Figure 1. Routing congestion map.
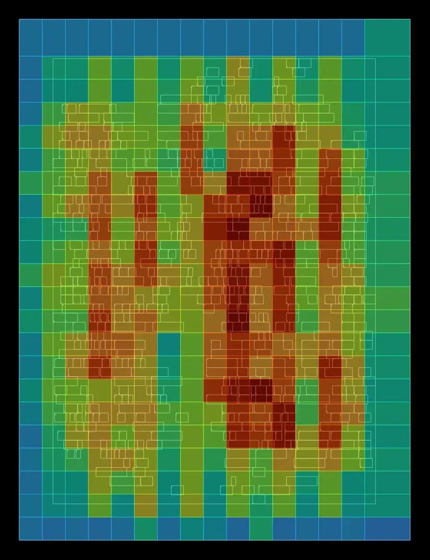
Figure 2. M2 wires.
Cells faint in the background.
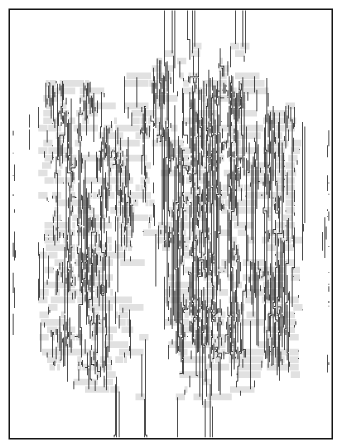
**src/rtl/lu_scoreboard_stall_pkg.sv**
```systemverilog
// Shared sizes and unit IDs for the long-latency scoreboard and its arbiter.
package lu_scoreboard_stall_pkg;

  localparam int LU_REG_ADDR_W = 5;
  localparam int LU_NUM_REGS   = 1 << LU_REG_ADDR_W;
  localparam int LU_NUM_UNITS  = 2;

  typedef enum logic [0:0] {
    UNIT_MUL = 1'b0,
    UNIT_DIV = 1'b1
  } unit_e;

  // Index width for n items, never narrower than one bit.
  function automatic int clog2_min1(input int n);
    return (n <= 2) ? 1 : $clog2(n);
  endfunction

endpackage

```
**src/rtl/lu_scoreboard_stall_rr_arbiter.sv**
```systemverilog
// Round-robin arbiter: one-hot grant searched from the pointer, pointer moves past the winner.
module rr_arbiter
  import lu_scoreboard_stall_pkg::*;
#(
  parameter int N = 2
) (
  input  logic         clk,
  input  logic         rst,
  input  logic [N-1:0] req,
  output logic [N-1:0] gnt
);

  localparam int PW = clog2_min1(N);

  logic [PW-1:0] ptr;
  logic [PW-1:0] gidx;
  logic          any;
  int            idx;

  always_comb begin
    gnt  = '0;
    gidx = '0;
    any  = 1'b0;
    idx  = 0;
    for (int i = 0; i < N; i++) begin
      idx = int'(ptr) + i;
      if (idx >= N) idx = idx - N;
      if (!any && req[idx]) begin
        any      = 1'b1;
        gnt[idx] = 1'b1;
        gidx     = PW'(idx);
      end
    end
  end

  always_ff @(posedge clk or posedge rst) begin
    if (rst) begin
      ptr <= '0;
    end else if (any) begin
      ptr <= (gidx == PW'(N - 1)) ? '0 : gidx + PW'(1);
    end
  end

endmodule

```
**src/rtl/lu_scoreboard_stall.sv**
```systemverilog
// Decode-stage hazard unit: pending-register scoreboard, per-unit occupancy,
// shared writeback arbitration and a saturating stall counter.
module lu_scoreboard_stall
  import lu_scoreboard_stall_pkg::*;
#(
  parameter int REG_ADDR_W = LU_REG_ADDR_W,
  parameter int NUM_REGS   = LU_NUM_REGS,
  parameter int NUM_UNITS  = LU_NUM_UNITS,
  parameter int UNIT_W     = clog2_min1(LU_NUM_UNITS),
  parameter int DEPTH      = 2,
  parameter int CNT_W      = 32
) (
  input  logic                            clk,
  input  logic                            rst,
  input  logic                            id_valid,
  input  logic [REG_ADDR_W-1:0]           id_rs1,
  input  logic                            id_rs1_en,
  input  logic [REG_ADDR_W-1:0]           id_rs2,
  input  logic                            id_rs2_en,
  input  logic [REG_ADDR_W-1:0]           id_rd,
  input  logic                            id_rd_en,
  input  logic                            id_lu_req,
  input  logic [UNIT_W-1:0]               id_lu_sel,
  input  logic [NUM_UNITS-1:0]            lu_wb_req,
  input  logic [NUM_UNITS*REG_ADDR_W-1:0] lu_wb_rd,
  output logic [NUM_UNITS-1:0]            lu_wb_gnt,
  output logic                            pipe_stall,
  output logic [NUM_REGS-1:0]             pend_vec,
  output logic [CNT_W-1:0]                stall_cnt,
  input  logic                            stall_cnt_clr,
  output logic                            err_underflow
);

  localparam int OCC_W = $clog2(DEPTH + 1);

  logic [NUM_REGS-1:0]   pend;
  logic [NUM_REGS-1:0]   pend_nxt;
  logic [OCC_W-1:0]      occ [NUM_UNITS];
  logic [REG_ADDR_W-1:0] wb_rd [NUM_UNITS];
  logic [NUM_UNITS-1:0]  inc_vec;
  logic [NUM_UNITS-1:0]  occ_zero;
  logic                  raw;
  logic                  waw;
  logic                  struct_hz;
  logic                  wbs;
  logic                  fire;
  logic                  underflow;

  rr_arbiter #(.N(NUM_UNITS)) u_arb (
    .clk (clk),
    .rst (rst),
    .req (lu_wb_req),
    .gnt (lu_wb_gnt)
  );

  always_comb begin
    for (int u = 0; u < NUM_UNITS; u++) begin
      wb_rd[u] = lu_wb_rd[u*REG_ADDR_W +: REG_ADDR_W];
    end
  end

  assign raw        = (id_rs1_en && pend[id_rs1]) || (id_rs2_en && pend[id_rs2]);
  assign waw        = id_rd_en && pend[id_rd];
  assign struct_hz  = id_lu_req && (occ[id_lu_sel] == OCC_W'(DEPTH));
  // The register-file write port is taken, so even a bubble in decode must hold.
  assign wbs        = |lu_wb_gnt;
  assign pipe_stall = wbs || (id_valid && (raw || waw || struct_hz));
  assign fire       = id_valid && id_lu_req && !pipe_stall;
  assign pend_vec   = pend;

  always_comb begin
    inc_vec  = '0;
    occ_zero = '0;
    for (int u = 0; u < NUM_UNITS; u++) begin
      inc_vec[u]  = fire && (id_lu_sel == UNIT_W'(u));
      occ_zero[u] = (occ[u] == '0);
    end
  end

  assign underflow = |(lu_wb_gnt & ~inc_vec & occ_zero);

  // Clears first so a same-cycle set of the same register wins.
  always_comb begin
    pend_nxt = pend;
    for (int u = 0; u < NUM_UNITS; u++) begin
      if (lu_wb_gnt[u]) pend_nxt[wb_rd[u]] = 1'b0;
    end
    if (fire && id_rd_en && (id_rd != '0)) pend_nxt[id_rd] = 1'b1;
  end

  always_ff @(posedge clk or posedge rst) begin
    if (rst) begin
      pend <= '0;
    end else begin
      pend <= pend_nxt;
    end
  end

  always_ff @(posedge clk or posedge rst) begin
    if (rst) begin
      for (int u = 0; u < NUM_UNITS; u++) occ[u] <= '0;
    end else begin
      for (int u = 0; u < NUM_UNITS; u++) begin
        if (inc_vec[u] && !lu_wb_gnt[u]) begin
          occ[u] <= occ[u] + OCC_W'(1);
        end else if (lu_wb_gnt[u] && !inc_vec[u] && !occ_zero[u]) begin
          occ[u] <= occ[u] - OCC_W'(1);
        end
      end
    end
  end

  always_ff @(posedge clk or posedge rst) begin
    if (rst) begin
      err_underflow <= 1'b0;
    end else if (underflow) begin
      err_underflow <= 1'b1;
    end
  end

  always_ff @(posedge clk or posedge rst) begin
    if (rst) begin
      stall_cnt <= '0;
    end else if (stall_cnt_clr) begin
      stall_cnt <= '0;
    end else if (pipe_stall && (stall_cnt != '1)) begin
      stall_cnt <= stall_cnt + CNT_W'(1);
    end
  end

  always_ff @(posedge clk) begin
    if (!rst) begin
      for (int u = 0; u < NUM_UNITS; u++) begin
        assert (!(fire && id_rd_en && lu_wb_gnt[u] && (wb_rd[u] == id_rd)));
      end
    end
  end

endmodule

```
**config.mk**
```make
export PLATFORM = sky130hd
export DESIGN_NAME = lu_scoreboard_stall
export DESIGN_NICKNAME = d
export VERILOG_FILES = /design/src/rtl/lu_scoreboard_stall_pkg.sv /design/src/rtl/lu_scoreboard_stall_rr_arbiter.sv /design/src/rtl/lu_scoreboard_stall.sv
export SDC_FILE = /design/constraint.sdc
export NUM_CORES = 1
export LEC_CHECK = 0
export CORE_ASPECT_RATIO = 1.4
export CORE_MARGIN = 10
export CORE_UTILIZATION = 35
export CTS_CLUSTER_SIZE = 28
export DETAILED_ROUTE_END_ITERATION = 8
export PLACE_DENSITY = 0.61
export RECOVER_POWER = 25
export SYNTH_ARGS = -nofsm -noshare
export SYNTH_HDL_FRONTEND = slang
export SYNTH_SLANG_ARGS = --single-unit
```
**constraint.sdc**
```tcl
create_clock -name clk -period 4.88 [get_ports clk]
set_input_delay 1.22 -clock clk [delete_from_list [all_inputs] [get_ports clk]]
set_output_delay 1.22 -clock clk [all_outputs]
set_load 0.01 [all_outputs]
```
==> qor.yml <==
outcome:
  status: "finished, final reports clean"
cells_and_area:
  num-multi-input-gates: 371
  nNonClkBuffers: 141
  flop-count: 70
  diodes: 1
  lay_top_count: "clkdlybuf4s50_1"
  ff_latch_area_um2: 1750
  nClkBuffers: 11
  num-nonclk-inverters: 10
  nNetsFinal: 640
  fillers: 1189
  syn_to_final_growth_pct: 36.7
  comb_share_pct: 42.7
  final_cell_mix: "96 x clkdlybuf4s50_1, 70 x dfrtp_1, 39 x nand2_1, 34 x nor2_1, 33 x buf_4"
  nonClkBufAreaFrac_pct: 21.3
  comb_area_um2: 2700
  seq_share_pct: 27.7
  largest_cell_class: "multi-input combinational cells"
  clock_area_share_pct: 4.59
synthesis:
  xor_share_pct: 0.758
  ys_top_logic_family: "simple AND/OR/NAND/NOR gates"
  synth_area_um2: 4620
  numSynthFlops: 70
  yosysUniqueCellTypes: 56
  edf_count: 0
  syn_area_per_cell_um2: 9.73
  yosys_warnings: 0
  synth.yosys.seq_area_share_pct: 37.9
  fa_ha_area_share_pct: 0.271
  async_flop_share_pct: 100
  fp_nets: 512
  ff_type: "dfrtp_1"
  compound_area_share_pct: 19.5
  synth-simple-area-share_pct: 22.5
  synth_chip_area_um2: 4620
  muxShareOfSynthArea_pct: 15.3
  synth_stat.cells: 475
  netlist_instances: 475
pwr:
  p_switching_w: 0.000395
  leakagePower_nw: 2.41
  p_comb_share_pct: 16.0
  peakVddDrop_mv: 0.161
  total_power_w: 0.00151
  seq-power_w: 0.000620
  clock_power_w: 0.000649
  p_sw_share_pct: 26.2
  powerComb_w: 0.000241
  power_frac_seq_pct: 41.1
  p_int_w: 0.00111
  powerDensity_nw_per_um2: 239
routing:
  drc: 0
  dr_wl_met3_um: 1660
  via_per_inst: 6.27
  wirelength_um: 17400
  ant_nets: 0
  topRoutingLayerUsed: "met4"
  wl_met2_um: 8420
  drt_iter0_markers: 334
  drt-pass1-iter-count: 5
  num_vias: 4773
  wl_met1_um: 6650
final_timing:
  setup_violations: 0
  finalCritPeriodShare_pct: 97.9
  slew_viol_final: 0
  hold_slack_ps: 481
  hold_violations: 0
  layout_min_cycle_time_ps: 4780
  fin_skew_ps: 10.7
  worstMarginPinSlew_ps: 1190
  setup_tns_ps: 0
  max_freq_mhz: 209
  rsz0062_at_grt: "no"
clock_tree:
  postCtsSetupBuffers: 2
  clock_sink_count: 70
  tritoncts: "yes"
  htreeDepth: 3
  cts_hold_buf: 0
  clock_latency_ps: 330
  cts_made_buffers: 9
  cts_resized: 8
  cts_buffer_depth: 2
  clkTransAtPathRegs_ps: 50
  root_buffer: "clkbuf_16"
floorplan:
  die_area_um2: 18300
  io_pins: 104
  die_x_um: 117
  rows: 49
  taps: 153
  die_height_um: 156
  core_area_um2: 12900
  initCoreUtil_pct: 35.9
global_routing:
  grt_util_met2_pct: 31.4
  grt_pass1_vias: 4874
  grt_max_degree: 48
  grt_pass1_wl_um: 26900
  overflow: 0
  antenna_found_initial: 0
flow_run:
  warning_count: 26
  drv_cap: 0
worst_setup_path:
  path_class: "in -> out"
  cp-start-kind: "primary input"
  rrSetupSlack_ps: 1430
  cp_data_arrival_time_ps: 3560
  cp.required_ps: 3660
  end_kind: "output port"
  cp_max_fo: 5
place:
  io_buffers: 103
  gp_routability_congestion: 0.950
min_path:
  hp-class: "reg -> reg"
Notes on Figure 1 above:
routed len/inst: 22.8 µm
GRT met1 Usage: 21.9%
layer carrying the most global-route usage: met2
GRT met3 Usage: 5.27%
GRT Util Overall: 18.9%

Notes on Figure 2 above:
- main direction: vertical
- longest straight run: 71.1 µm
- nets with wire on the layer: 579
- wire length on this layer: 8420 µm

==> registers in the layout, indices dropped and copies added (netlist names), named ones only <==
| register | flops |
|---|---|
| stall_cnt | 32 |
| pend_vec | 32 |
| err_underflow | 1 |
| occ | 4 |
==> worst max-delay path: stages <==
cell           delay [ps]
dlygate4sd2_1         210
buf_6                 130
mux4_2                500
mux4_2                480
and3b_1               180
a41o_1                240
a211o_1               290
nand2_1                70
nand2_1                80
buf_2                 150
==> synth_stat cells, types with 8 or more instances <==
library cell  instances  area (µm²)
dfrtp_1              70        1750
nand2_1              39         146
nor2_1               34         128
o21ai_0              32         160
o221ai_1             31         272
a21oi_1              25         125
nand3_1              23         115
mux4_2               20         450
o31ai_1              19         143
or4_1                18         135
clkbuf_1             14        52.6
nand2b_1             12        75.1
mux2i_1              11         110
inv_1                10        37.5
nor2b_1               9        56.3
or3_1                 9        56.3
nor3_1                8        40.0
==> stage by stage <==
stage,cell area [µm²],utilization (%),setup WS (ps),cells
floorplan,4620,-,489,475
global placement,5980,46.4,-459,742
detailed placement,5980,46.4,-481,742
CTS,6320,49.1,8.75,760
global route,6320,49.1,3.67,760
finish,6320,49.1,103,761
==> path summary, 6_finish.rpt <==
check | start | end | cells after the start
setup / recovery | id_rs2[0] | pipe_stall | 10
hold / removal | err_underflow$_DFFE_PP0P_ | err_underflow$_DFFE_PP0P_ | 1
setup reg to reg | pend_vec[2]$_DFF_PP0_ | stall_cnt[1]$_DFFE_PP0P_ | 11
hold reg to reg | err_underflow$_DFFE_PP0P_ | err_underflow$_DFFE_PP0P_ | 1
max in group asynchronous | rst | occ[2]$_DFFE_PP0P_ | 3
min in group asynchronous | rst | pend_vec[6]$_DFF_PP0_ | 2
No activity file was given, so power comes from the tool's default toggle rates.
